**config.mk**
```make
export PLATFORM = sky130hd
export DESIGN_NAME = gen_lane_valid_ctrl
export DESIGN_NICKNAME = d
export VERILOG_FILES = /design/src/rtl/gen_lane_valid_ctrl.sv
export SDC_FILE = /design/constraint.sdc
export NUM_CORES = 1
export LEC_CHECK = 0
export CAP_MARGIN = 5
export CORE_ASPECT_RATIO = 1.1
export CORE_UTILIZATION = 25
export CTS_CLUSTER_DIAMETER = 100
export DETAILED_ROUTE_END_ITERATION = 10
export HOLD_SLACK_MARGIN = 0.08
export PLACE_DENSITY = 0.43
export SLEW_MARGIN = 30
export SYNTH_ARGS = -nofsm -noshare
export SYNTH_HDL_FRONTEND = slang
export SYNTH_SLANG_ARGS = --single-unit
export TNS_END_PERCENT = 1
```
**constraint.sdc**
```tcl
create_clock -name pclk -period 2.6 [get_ports pclk]
set_input_delay 0.52 -clock pclk [delete_from_list [all_inputs] [get_ports pclk]]
set_output_delay 0.52 -clock pclk [all_outputs]
set_load 0.005 [all_outputs]
```
**src/rtl/gen_lane_valid_ctrl.sv**
```systemverilog
// PCIe MAC generation/link-width controller with change-drain sequencing.
// Optional GEN_CTRL_CFG_ERR_EN adds sticky cfg_err and saturating cfg_err_cnt.
module gen_lane_valid_ctrl #(
    parameter int GEN1_PIPEWIDTH = 8,
    parameter int GEN2_PIPEWIDTH = 16,
    parameter int GEN3_PIPEWIDTH = 32,
    parameter int GEN4_PIPEWIDTH = 8,
    parameter int GEN5_PIPEWIDTH = 8,
    parameter int MAX_LANES      = 16,
    parameter int VALID_W        = 64,
    parameter int DRAIN_CYCLES   = 4
) (
    input  logic               pclk,
    input  logic               reset_n,
    input  logic               valid_pd,
    input  logic               linkup,
    input  logic [2:0]         gen,
    input  logic [4:0]         numberOfDetectedLanes,
    output logic               sel,
    output logic [VALID_W-1:0] valid,
    output logic               w,
    output logic               cfg_stable,
    output logic [7:0]         bytes_per_cycle
`ifdef GEN_CTRL_CFG_ERR_EN
    ,
    output logic               cfg_err,
    output logic [7:0]         cfg_err_cnt
`endif
);

    typedef enum logic [1:0] {
        IDLE,
        DRAIN,
        ACTIVE
    } state_t;

    state_t             state_q, state_d;
    logic [7:0]         cnt_q, cnt_d;
    logic [2:0]         gen_q, gen_d;
    logic [4:0]         lanes_q, lanes_d;
    logic               sel_d;
    logic [7:0]         bpc_d;
    logic               w_d;
    logic [VALID_W-1:0] valid_d;
    logic               chg;
    logic               latch;
    logic [7:0]         cur_bytes;

    // A zero byte count doubles as the "illegal configuration" marker.
    function automatic logic [7:0] cfg_bytes(
        input logic [2:0] g,
        input logic [4:0] l
    );
        int bpl;
        int n;
        int t;
        case (g)
            3'd1:    bpl = GEN1_PIPEWIDTH / 8;
            3'd2:    bpl = GEN2_PIPEWIDTH / 8;
            3'd3:    bpl = GEN3_PIPEWIDTH / 8;
            3'd4:    bpl = GEN4_PIPEWIDTH / 8;
            3'd5:    bpl = GEN5_PIPEWIDTH / 8;
            default: bpl = 0;
        endcase
        case (l)
            5'b00001: n = 1;
            5'b00010: n = 2;
            5'b00100: n = 4;
            5'b01000: n = 8;
            5'b10000: n = 16;
            default:  n = 0;
        endcase
        t = bpl * n;
        if (n > MAX_LANES || t > VALID_W) t = 0;
        return 8'(t);
    endfunction

    assign cur_bytes = cfg_bytes(gen, numberOfDetectedLanes);
    assign chg = (gen != gen_q) || (numberOfDetectedLanes != lanes_q);

    always_ff @(posedge pclk or negedge reset_n) begin
        if (!reset_n) begin
            state_q         <= IDLE;
            cnt_q           <= '0;
            gen_q           <= '0;
            lanes_q         <= '0;
            sel             <= 1'b0;
            bytes_per_cycle <= '0;
            w               <= 1'b0;
            valid           <= '0;
            cfg_stable      <= 1'b0;
        end else begin
            state_q         <= state_d;
            cnt_q           <= cnt_d;
            gen_q           <= gen_d;
            lanes_q         <= lanes_d;
            sel             <= sel_d;
            bytes_per_cycle <= bpc_d;
            w               <= w_d;
            valid           <= valid_d;
            cfg_stable      <= (state_d == ACTIVE);
        end
    end

    always_comb begin
        state_d = state_q;
        cnt_d   = cnt_q;
        gen_d   = gen_q;
        lanes_d = lanes_q;
        sel_d   = sel;
        bpc_d   = bytes_per_cycle;
        w_d     = 1'b0;
        latch   = 1'b0;
        valid_d = '0;
        if (!linkup) begin
            state_d = IDLE;
            gen_d   = '0;
            lanes_d = '0;
            sel_d   = 1'b0;
            bpc_d   = '0;
        end else begin
            unique case (state_q)
                IDLE: begin
                    latch   = 1'b1;
                    state_d = DRAIN;
                end
                DRAIN: begin
                    if (chg) latch = 1'b1;
                    else if (cnt_q == 8'd1) state_d = ACTIVE;
                    else cnt_d = cnt_q - 8'd1;
                end
                ACTIVE: begin
                    if (chg) begin
                        latch   = 1'b1;
                        state_d = DRAIN;
                    end else begin
                        w_d = valid_pd && (bytes_per_cycle != 8'd0);
                    end
                end
                default: state_d = IDLE;
            endcase
            if (latch) begin
                gen_d   = gen;
                lanes_d = numberOfDetectedLanes;
                cnt_d   = 8'(DRAIN_CYCLES);
                sel_d   = (gen >= 3'd3);
                bpc_d   = cur_bytes;
            end
        end
        for (int i = 0; i < VALID_W; i++) begin
            valid_d[i] = w_d && (i < int'(bytes_per_cycle));
        end
    end

`ifdef GEN_CTRL_CFG_ERR_EN
    logic illegal;
    assign illegal = linkup && (cur_bytes == 8'd0);

    always_ff @(posedge pclk or negedge reset_n) begin
        if (!reset_n) begin
            cfg_err     <= 1'b0;
            cfg_err_cnt <= '0;
        end else if (illegal) begin
            cfg_err <= 1'b1;
            if (cfg_err_cnt != 8'hFF) cfg_err_cnt <= cfg_err_cnt + 8'd1;
        end
    end
`endif

endmodule

```
**Wiring by layer**

Scale bar: 50 um. Only two layers are drawn.
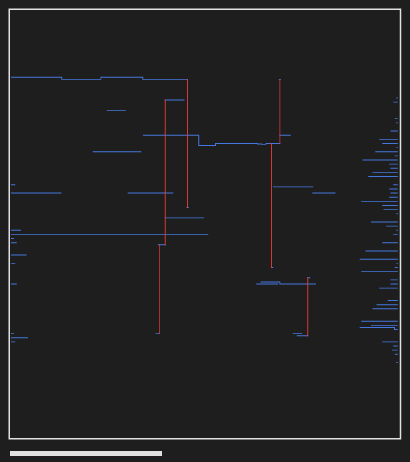
Key: blue = M3 [wire length 535 um]; red = M4 [wire length 200 um]

**Cell classes on the final placement**

Scale bar: 50 um.
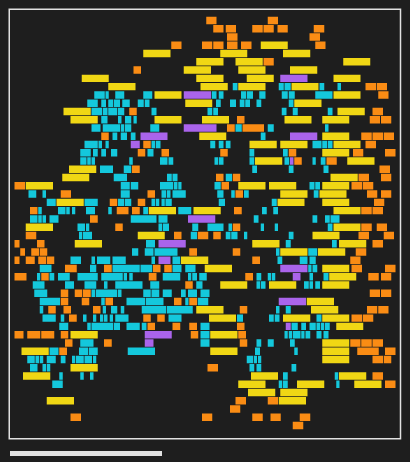
Key: cyan = remaining logic cells [cells 309]; purple = clock drivers and dummy loads [cells 16]; yellow = registers [cells 93]; orange = remaining buffers and delay cells [cells 159]

==> flow report <==
STATUS
----------------------------------------------------------------------
Result of the run                                         finished, violations left
Violations in the final reports                           setup timing

SETUP PATH
----------------------------------------------------------------------
Setup crit end kind                                               flop
CP peak stage delay                                            0.55 ns
Critical path class                                          in -> reg
Worst path slowest cell                                           fa_1
Reg2Reg Capture Point                                       cfg_stable
Worst R2R Start                                               gen_q[2]
CP Buf/Inv Count                                                     2
Worst path top cell family by delay                        adder cells

SYNTHESIS
----------------------------------------------------------------------
Yosys simple share                                               0.164
Area leader share                                                0.531
Post-synthesis cell type with the largest combined area        dfrtp_1
Fraction of synthesized area in multiplexers                   0.00229
Post-synthesis instance area                              0.00438 mm^2
Post-synthesis cell count from yosys                               430

PLACE
----------------------------------------------------------------------
Cell Area, Placed                                         0.00600 mm^2

TIMING
----------------------------------------------------------------------
Worst clock skew                                            0.00676 ns
Least setup slack across all paths after layout              -0.570 ns
Final tally of hold violations                                       0
Max Fclk                                                       315 MHz
Post-Route Setup TNS                                          -3.85 ns
Final number of setup-violating endpoints                            7

POWER AND IR DROP
----------------------------------------------------------------------
Combinational group share of total power                         0.077
Part of the power in the clock network                           0.443
Worst vdd rail ir drop                                        0.273 mV

LAYOUT
----------------------------------------------------------------------
Most numerous logic cells after layout                    dfrtp_1 (93), clkdlybuf4s50_1 (77), buf_4 (69)
Fraction of layout cells with a size suffix above 1              0.234
Final core occ                                                   0.378
N_diodes                                                             0

JOB
----------------------------------------------------------------------
Total number of warnings across the stage logs                      33

CTS
----------------------------------------------------------------------
H-Tree Level Count                                                   3
TritonCTS buffer count                                               9

GLOBAL ROUTING
----------------------------------------------------------------------
Met2 global-route usage                                          0.234
Global-route wire length before repair                        19700 um
Aggregate global routing overflow                                    0

DRT
----------------------------------------------------------------------
Detailed router's first-iteration violation count                  223
Met1 Wirelength                                                5420 um

DIE
----------------------------------------------------------------------
Total core area                                            0.0171 mm^2
Effective utilization at floorplan                               0.256

**Track usage over the die**

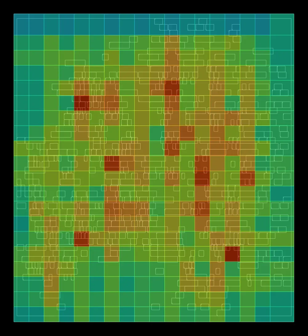
GRT Max-Usage Layer: met2
met3 track demand over resource in global routing: 0.0266
routed length per placed instance: 14.5 um
overall fraction of global-route tracks in use: 0.142

**Gate-type map**

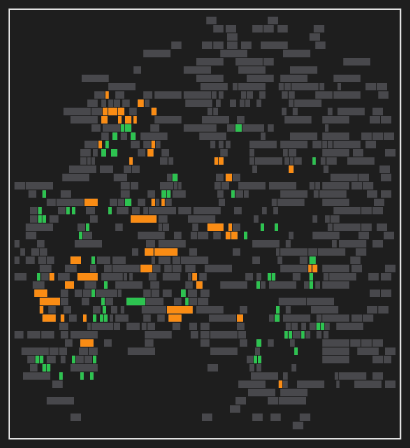
Key: green = nand cells [cells 64]; orange = nor cells [cells 48]

[final cells by class]
| cell class | count | area, um^2 | share of cell area |
|---|---|---|---|
| Clock buffer | 10 | 229 | 0.0355 |
| Clock inverter | 6 | 71.3 | 0.0110 |
| Inverter | 19 | 71.3 | 0.0110 |
| Multi-Input combinational cell | 290 | 2040 | 0.315 |
| Sequential cell | 93 | 2330 | 0.360 |
| Tap cell | 234 | 293 | 0.0453 |
| Timing Repair Buffer | 159 | 1430 | 0.221 |
[through the flow]
step / total power [uW] / std cells / worst slack [ns]
floorplan: 1600 / 430 / -0.752
global placement: 1720 / 789 / -1.33
detailed placement: 1730 / 789 / -1.35
CTS: 3100 / 808 / -0.569
global route: 3190 / 811 / -0.668
finish: 3060 / 811 / -0.570
[registers in the layout, indices dropped and copies added, names as in the netlist]
| register | count |
|---|---|
| lanes_q | 5 |
| valid | 64 |
| gen_q | 3 |
| bytes_per_cycle | 8 |
| sel | 1 |
| cfg_stable | 1 |
| cnt_q | 8 |
| state_q | 2 |
| w | 1 |
[cell families (layout without fill, tap and decap cells)]
logic type | after synthesis | in the layout
compound gates | 122 | 122
xor+xnor | 11 | 11
fa+ha+maj | 17 | 17
buf+inv | 47 | 194
flops | 93 | 93
mux | 1 | 1
simple gates | 139 | 139
[repair_timing]
action | in CTS | in global routing
hold endpoints to repair | 16 | 0
resized | 34 | 9
endpoints found under the setup margin | 8 | 19
pin swaps | 32 | 21
hold buffers | 1 | 0
setup buffers | 2 | 3
[power groups by stage]
stage / Clock, uW / Sequential [uW] / Combinational, uW
CTS: 1390 / 1470 / 240
global route: 1450 / 1470 / 265
finish: 1350 / 1470 / 236
detailed placement: 0 / 1500 / 230
floorplan: 0 / 1490 / 102
global placement: 0 / 1490 / 229
Power is estimated from default activity; no workload was simulated.
